### src/rtl/prod_accum_8x8.sv
`default_nettype none
// ============================================================================
// Module   : prod_accum_8x8
// Brief    : Sums COUNT multiplier products per frame into a saturating
//            accumulator and presents the frame result on a valid/ready port.
// Revision : 1.0 - initial release
// ============================================================================
module prod_accum_8x8 #(
  parameter int ACC_W = 24,
  parameter int COUNT = 8,
  parameter int CNT_W = 4
) (
  input  logic             clk,
  input  logic             rst,
  input  logic [15:0]      prod_in,
  input  logic             prod_cout,
  input  logic             in_valid,
  output logic             in_ready,
  output logic [ACC_W-1:0] acc_out,
  output logic             acc_valid,
  input  logic             acc_ready,
  output logic             overflow,
  output logic [CNT_W-1:0] prod_cnt
);

  typedef enum logic [0:0] {
    ST_ACCUM = 1'b0,
    ST_HOLD  = 1'b1
  } state_t;

  localparam logic [CNT_W-1:0] C_LAST = CNT_W'(COUNT - 1);

  state_t           r_state;
  logic [ACC_W-1:0] r_acc;
  logic             r_overflow;
  logic [CNT_W-1:0] r_cnt;

  logic [ACC_W-1:0] w_op;
  logic [ACC_W:0]   w_sum;

  // Carry-out joins the product as bit 16 of an unsigned 17-bit operand.
  assign w_op  = ACC_W'({prod_cout, prod_in});
  assign w_sum = {1'b0, r_acc} + {1'b0, w_op};

  assign in_ready  = (r_state == ST_ACCUM);
  assign acc_valid = (r_state == ST_HOLD);
  assign acc_out   = r_acc;
  assign overflow  = r_overflow;
  assign prod_cnt  = r_cnt;

  always_ff @(posedge clk or posedge rst) begin
    if (rst) begin
      r_state    <= ST_ACCUM;
      r_acc      <= '0;
      r_overflow <= 1'b0;
      r_cnt      <= '0;
    end else begin
      case (r_state)
        ST_ACCUM: begin
          if (in_valid) begin
            // Overflow is sticky; an all-ones accumulator stays saturated.
            if (w_sum[ACC_W]) begin
              r_acc      <= '1;
              r_overflow <= 1'b1;
            end else begin
              r_acc <= w_sum[ACC_W-1:0];
            end
            r_cnt <= r_cnt + CNT_W'(1);
            if (r_cnt == C_LAST) begin
              r_state <= ST_HOLD;
            end
          end
        end
        ST_HOLD: begin
          if (acc_ready) begin
            r_state    <= ST_ACCUM;
            r_acc      <= '0;
            r_overflow <= 1'b0;
            r_cnt      <= '0;
          end
        end
        default: r_state <= ST_ACCUM;
      endcase
    end
  end

endmodule
`default_nettype wire
### config.mk
export PLATFORM = sky130hd
export DESIGN_NAME = prod_accum_8x8
export DESIGN_NICKNAME = d
export VERILOG_FILES = /design/src/rtl/prod_accum_8x8.sv
export SDC_FILE = /design/constraint.sdc
export NUM_CORES = 1
export LEC_CHECK = 0
export ABC_CLOCK_PERIOD_IN_PS = 5000
export CAP_MARGIN = 30
export CORE_MARGIN = 2
export CORE_UTILIZATION = 54
export DETAILED_ROUTE_END_ITERATION = 10
export PLACE_DENSITY = 0.91
export SLEW_MARGIN = 10
export SYNTH_ARGS = -nofsm -noshare
export SYNTH_HDL_FRONTEND = slang
export SYNTH_SLANG_ARGS = --single-unit
### constraint.sdc
create_clock -name clk -period 5 [get_ports clk]
set_input_delay 0.5 -clock clk [delete_from_list [all_inputs] [get_ports clk]]
set_output_delay 0.5 -clock clk [all_outputs]
set_load 0.02 [all_outputs]
==> results.toml, run 1 <==
# yosys + openroad results
[outcome]
status = "completed"

[setup_path]
worst_r2r_path_depth = 10
end_kind = "flop"
crit_path_start_kind = "input pin"
crit_top_cell = "a211oi_2"
r2r-end = "acc_out[22]$_DFFE_PP0P_"

[logic_synthesis]
yosysWarnings = 0
avgSynthCellArea_um2 = 9.35
netlist_area_mm2 = 0.00221
synth_top_area_share = 0.340
ys_seq_share = 0.340
yosys-top-cells-area = "dfrtp_1 (34%), ha_1 (10%), a21oi_1 (8.2%), a31oi_2 (4.5%), xor2_1 (3.6%)"

[floorplan]
fp-utilization = 0.555
io_pins = 52

[global_route]
grt-busiest-layer = "met2"
grt-ovfl-total = 0
use_met3 = 0.0444
antenna_found_initial = 0
grt_util_met1 = 0.318

[run]
maxCapViolCount = 0

[clock_tree]
cts_made_buffers = 5
cts_max_path_buffers = 2
cts_tree = "done"

[layout]
drive_gt1_frac = 0.114
final_cell_mix = "clkdlybuf4s50_1 (51), a21oi_1 (36), dfrtp_1 (30)"
lay_top_count = "clkdlybuf4s50_1"

[sta]
worst_slew_pin_slew_ns = 0.671
tns_ns = 0
setup_viol = 0
finalCritPeriodShare = 0.684
hold_violations = 0

[route]
drt_iter0_drc = 159
firstDrtPassIters = 4
dr.max_layer_used = "met4"
vias_per_cell = 6.01

[worst_hold_path]
hp-class = "input pin to asynchronous set/reset pin"

[pwr]
vdd_drop_max_uv = 359

[placed_design]
portBuffers = 51
[run 1: critical path, delay by kind of cell]
kind,cells,cell delay [ns]
compound gates,5,0.87
fa+ha+maj,2,0.67
buf+inv,2,0.77
simple gates,2,0.76
[run 1: power groups by stage]
stage	registers [mW]	logic, mW	clock network, mW
finish	0.469	1.20	0.190
global route	0.488	1.31	0.201
CTS	0.468	1.20	0.190
detailed placement	0.470	1.19	0
global placement	0.464	1.16	0
floorplan	0.571	0.707	0
[run 1: cell type report]
cell class / count / area share
tap: 50 / 0.0219
clock buffer: 5 / 0.0241
sequential: 30 / 0.263
inverter: 5 / 0.00657
clock inverter: 2 / 0.00350
timing repair buffer: 54 / 0.194
multi-input combinational: 193 / 0.488
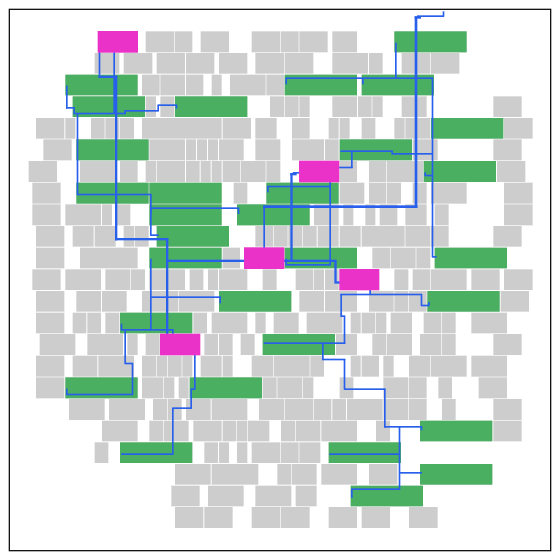
**Above:** run 1 (clock wires, drivers and flops).
[blue] clock wires | length: 453 um
[green] flip-flops | count: 30
[magenta] clock-net drivers | count: 5
flops lie: all over the die
routed clock nets: 6
Clock power frac: 0.102
clock skew: 0.00698 ns

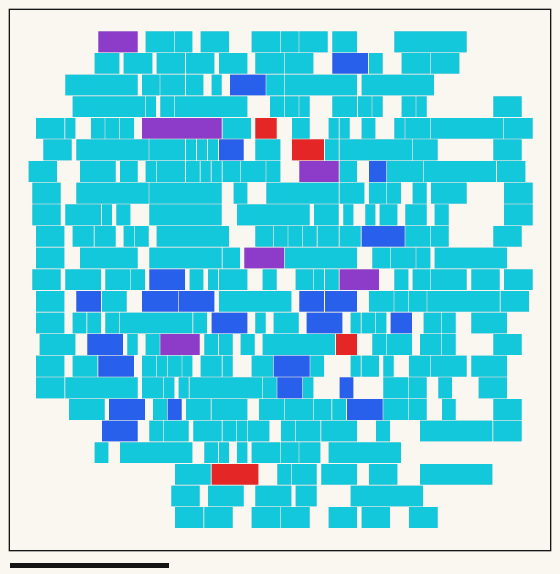
**Above:** run 1 (cells by drive strength).
Scale bar: 20 um.
[cyan] x1 and smaller | cells: 256
[purple] x6 and larger | cells: 6
[blue] x2 | cells: 23
[red] x3 and x4 | cells: 4
Non-clock buffers: 54
Area Overhead vs Synth: 29.6%
final instance area: 0.00286 mm^2
worst setup margin: 1.58 ns

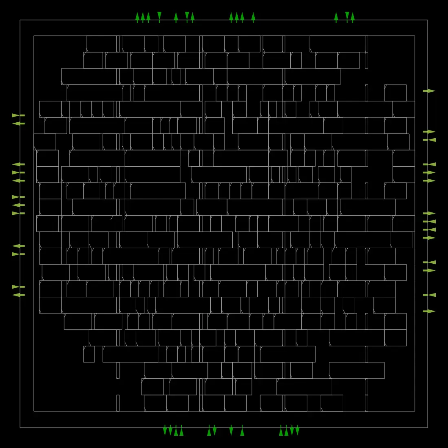
**Above:** run 1 (cell placement).
num rows: 23
Tapcells: 50
Seq area share: 0.263

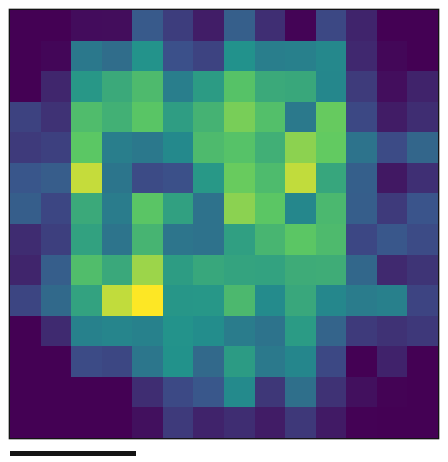
**Above:** run 1 (signal metal coverage by tile).
Scale bar: 20 um. 14 x 14 tiles, from dark purple (low) to yellow (high), scaled to the fullest tile. Values are wire area over tile area, all layers added.
tiles over half the peak: 31%
mean over tiles: 0.18
densest ninth of the die: middle
nearly empty tiles: 14%
fullest tile: 0.53
GRT Total Usage: 0.255
vias after detailed routing: 2039

**Run 1: sequential cells grouped by signal name**

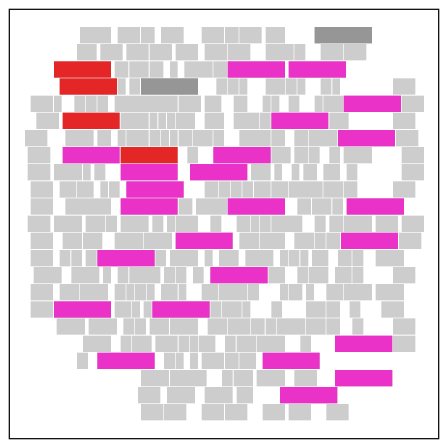

==> run 1 -> run 2 <==
--- a/config.mk
+++ b/config.mk
@@ -5,12 +5,12 @@
 export SDC_FILE = /design/constraint.sdc
 export NUM_CORES = 1
 export LEC_CHECK = 0
-export ABC_CLOCK_PERIOD_IN_PS = 5000
+export ABC_CLOCK_PERIOD_IN_PS = 2900
 export CAP_MARGIN = 30
 export CORE_MARGIN = 2
-export CORE_UTILIZATION = 54
+export CORE_UTILIZATION = 45
 export DETAILED_ROUTE_END_ITERATION = 10
-export PLACE_DENSITY = 0.91
+export PLACE_DENSITY = 0.81
 export SLEW_MARGIN = 10
 export SYNTH_ARGS = -nofsm -noshare
 export SYNTH_HDL_FRONTEND = slang
==> constraint.sdc (replaced) <==
create_clock -name clk -period 2.9 [get_ports clk]
set_input_delay 0.29 -clock clk [delete_from_list [all_inputs] [get_ports clk]]
set_output_delay 0.29 -clock clk [all_outputs]
set_load 0.02 [all_outputs]
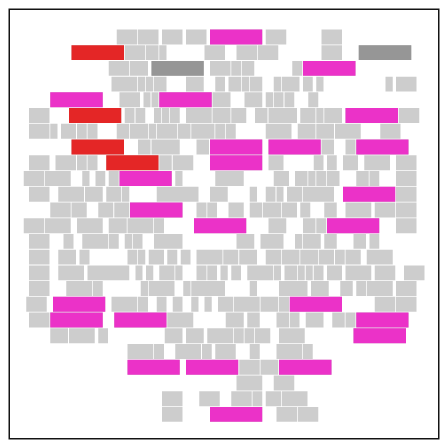
**Above:** run 2 (sequential cells grouped by signal name).
[red] `prod_cnt` | flops: 4 | where: top left
[magenta] `acc_out` | flops: 24 | where: all over the die

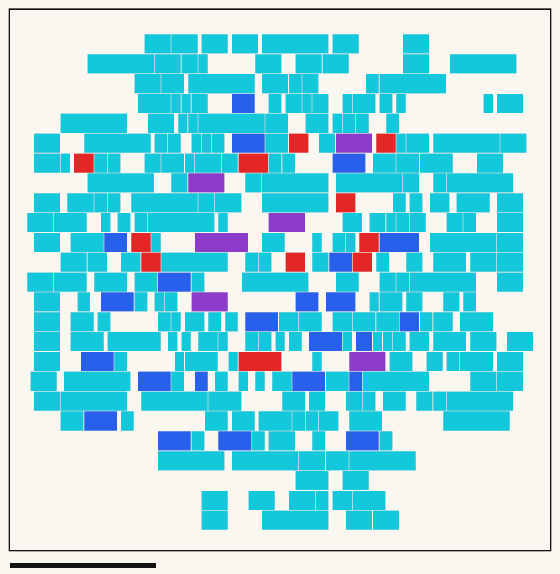
**Above:** run 2 (cells by drive strength).
Scale bar: 20 um.
[purple] x6 and larger | cells: 6
[cyan] x1 and smaller | cells: 256
[blue] x2 | cells: 23
[red] x3 and x4 | cells: 11

==> run 2 against run 1 <==
  * Clock skew is 0.0031 ns higher
  * Sequential share of layout area shrank 0.60 points
  * Design area rose by 2.3%
  * Power up 74%
  * Critical path depth down 1
  * Via count grew 0.39%
  * Clock power grew about 70%
==> results.toml, run 2 <==
# yosys + openroad results
[run]
maxCapViolCount = 0

[pwr]
clkPwrFrac = 0.100
seq-power_mw = 0.805
p_clk_mw = 0.323

[setup_path]
worst_r2r_path_depth = 9
cp.depth = 10
cp_num_buf_inv = 1
r2r-end = "acc_out[18]$_DFFE_PP0P_"
crit_path_start_kind = "input pin"

[logic_synthesis]
avgSynthCellArea_um2 = 9.35
ys_seq_share = 0.340
synth_top_area_share = 0.340
yosysWarnings = 0

[worst_hold_path]
hp-class = "input pin to asynchronous set/reset pin"

[route]
vias_per_cell = 5.64
firstDrtPassIters = 4

[sta]
worst_slew_pin_slew_ns = 0.661
hold_violations = 0
skew_ns = 0.0101
setup_viol = 0
tns_ns = 0

[layout]
syn_to_final_growth_pct = 32.6
drive_gt1_frac = 0.135

[placed_design]
portBuffers = 51

[outcome]
status = "completed"

[clock_tree]
cts_tree = "done"

[global_route]
track_usage = 0.204
==> run 2: cell families (layout without fill, tap and decap cells) <==
family / after synthesis / count (layout) / share of synthesized area
AOI/OAI and AO/OA: 94 / 94 / 0.305
and+or+nand+nor: 63 / 63 / 0.146
DFF: 30 / 30 / 0.340
adders and majority gates: 19 / 19 / 0.111
xor gates and xnor gates: 15 / 15 / 0.0596
buffers and inverters: 13 / 73 / 0.0289
muxes: 2 / 2 / 0.00908
==> run 2: metal layers <==
metal  GRT usage  share of wire
met2       0.311           0.47
met3      0.0271          0.055
met4      0.0929          0.016
met1       0.290           0.46
met5           0              0
==> run 2: final cells by class <==
type	instances	area, um^2
fill	395	1800
multi-input combinational	193	1390
sequential	30	751
timing repair buffer	61	598
tap	67	83.8
clock buffer	5	68.8
inverter	5	18.8
clock inverter	2	10.0
**Run 2: clock wires, drivers and flops**

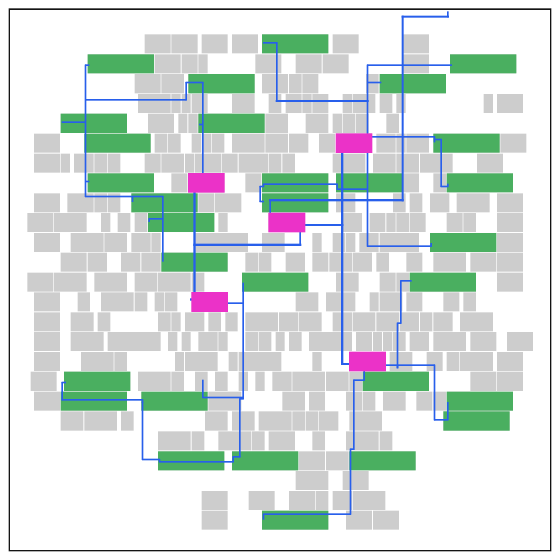

==> run 2 -> run 3 <==
--- a/config.mk
+++ b/config.mk
@@ -5,12 +5,11 @@
 export SDC_FILE = /design/constraint.sdc
 export NUM_CORES = 1
 export LEC_CHECK = 0
-export ABC_CLOCK_PERIOD_IN_PS = 2900
 export CAP_MARGIN = 30
 export CORE_MARGIN = 2
-export CORE_UTILIZATION = 45
+export CORE_UTILIZATION = 54
 export DETAILED_ROUTE_END_ITERATION = 10
-export PLACE_DENSITY = 0.81
+export PLACE_DENSITY = 0.91
 export SLEW_MARGIN = 10
 export SYNTH_ARGS = -nofsm -noshare
 export SYNTH_HDL_FRONTEND = slang
==> constraint.sdc (replaced) <==
create_clock -name clk -period 3.4 [get_ports clk]
set_input_delay 0.34 -clock clk [delete_from_list [all_inputs] [get_ports clk]]
set_output_delay 0.34 -clock clk [all_outputs]
set_load 0.02 [all_outputs]
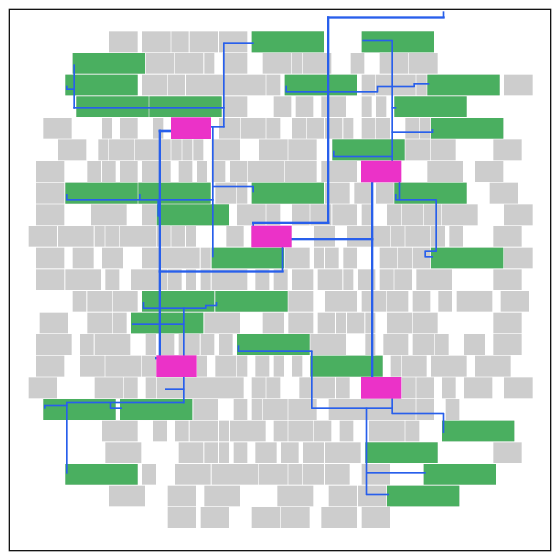
**Above:** run 3 (clock wires, drivers and flops).
[green] flip-flops | count: 30
[blue] clock wires | length: 430 um
[magenta] clock-net drivers | count: 5
routed clock nets: 6
flops lie: all over the die

==> run 3 against run 2 <==
  * First-iteration DRC count grew 50%
  * Synthesized cell count unchanged
  * Global-route usage rose by 4.1 points
  * Worst setup slack gained 0.26 ns
  * Die area decreased by 16%
  * Register-to-register slack gained 0.31 ns
==> results.toml, run 3 <==
# yosys + openroad results
[outcome]
status = "completed"

[global_route]
track_usage = 0.245
use_met3 = 0.0411
grt-busiest-layer = "met2"
grt_util_met2 = 0.420
grt_util_met1 = 0.305

[layout]
syn_to_final_growth_pct = 32.8
drive_gt1_frac = 0.120
comb_area_mm2 = 0.00139
fillers = 290
register_area_um2 = 751

[route]
drc = 0
firstDrtPassIters = 4
vias_per_cell = 6.04
dr.max_layer_used = "met4"
wl_met3_um = 281

[sta]
worst_slew_pin_slew_ns = 0.664
tns_ns = 0
hold_violations = 0
relSlewSlack = 0.556
setup_viol = 0

[setup_path]
worst_r2r_path_depth = 9
r2r-end = "acc_out[10]$_DFFE_PP0P_"
crit_path_start_kind = "input pin"
critPathSlowestCell = "nor2_1"

[run]
maxCapViolCount = 0

[floorplan]
fp-utilization = 0.555

[clock_tree]
cts_hold_buf = 0
cts_made_buffers = 5
cts_tree = "done"

[worst_hold_path]
hp-class = "input pin to asynchronous set/reset pin"

[pwr]
clkPwrFrac = 0.157
seq-power_mw = 0.690
p_clk_mw = 0.459

[logic_synthesis]
yosysWarnings = 0
fp_nets = 276
avgSynthCellArea_um2 = 9.35
synth_top_area_share = 0.340
yosys-top-cells-area = "dfrtp_1 (34%), ha_1 (10%), a21oi_1 (8.2%), a31oi_2 (4.5%), xor2_1 (3.6%)"

[placed_design]
portBuffers = 51
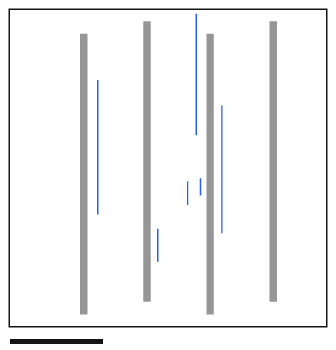
**Above:** run 3 (M4 wires).
Scale bar: 20 um. Supply wires on this layer in grey.
share of all routed wire: 1.8%
wire length on this layer: 96.6 um
longest straight run: 28.6 um
nets with wire on the layer: 5
main direction: vertical

[run 3: layout make-up]
| cell class | count | area share |
|---|---|---|
| Clock inverter | 2 | 0.0205 |
| Multi-Input combinational cell | 193 | 0.476 |
| Timing Repair Buffer | 55 | 0.191 |
| Tap cell | 50 | 0.0214 |
| Inverter | 5 | 0.00641 |
| Sequential cell | 30 | 0.256 |
| Clock buffer | 6 | 0.0282 |
[run 3: critical path: cells and delay by family]
family	cells	cell delay, ns
simple gates	1	0.46
buf+inv	2	0.68
compound gates	5	0.92
fa+ha+maj	2	0.68
[run 3: logic make-up (layout without fill, tap and decap cells)]
group,count (synthesis),count (layout),synth area share
flops,30,30,0.340
xor+xnor,15,15,0.0596
fa+ha+maj,19,19,0.111
mux,2,2,0.00908
buf+inv,13,68,0.0289
compound gates,94,94,0.305
simple gates,63,63,0.146
Power is estimated from default activity; no workload was simulated.
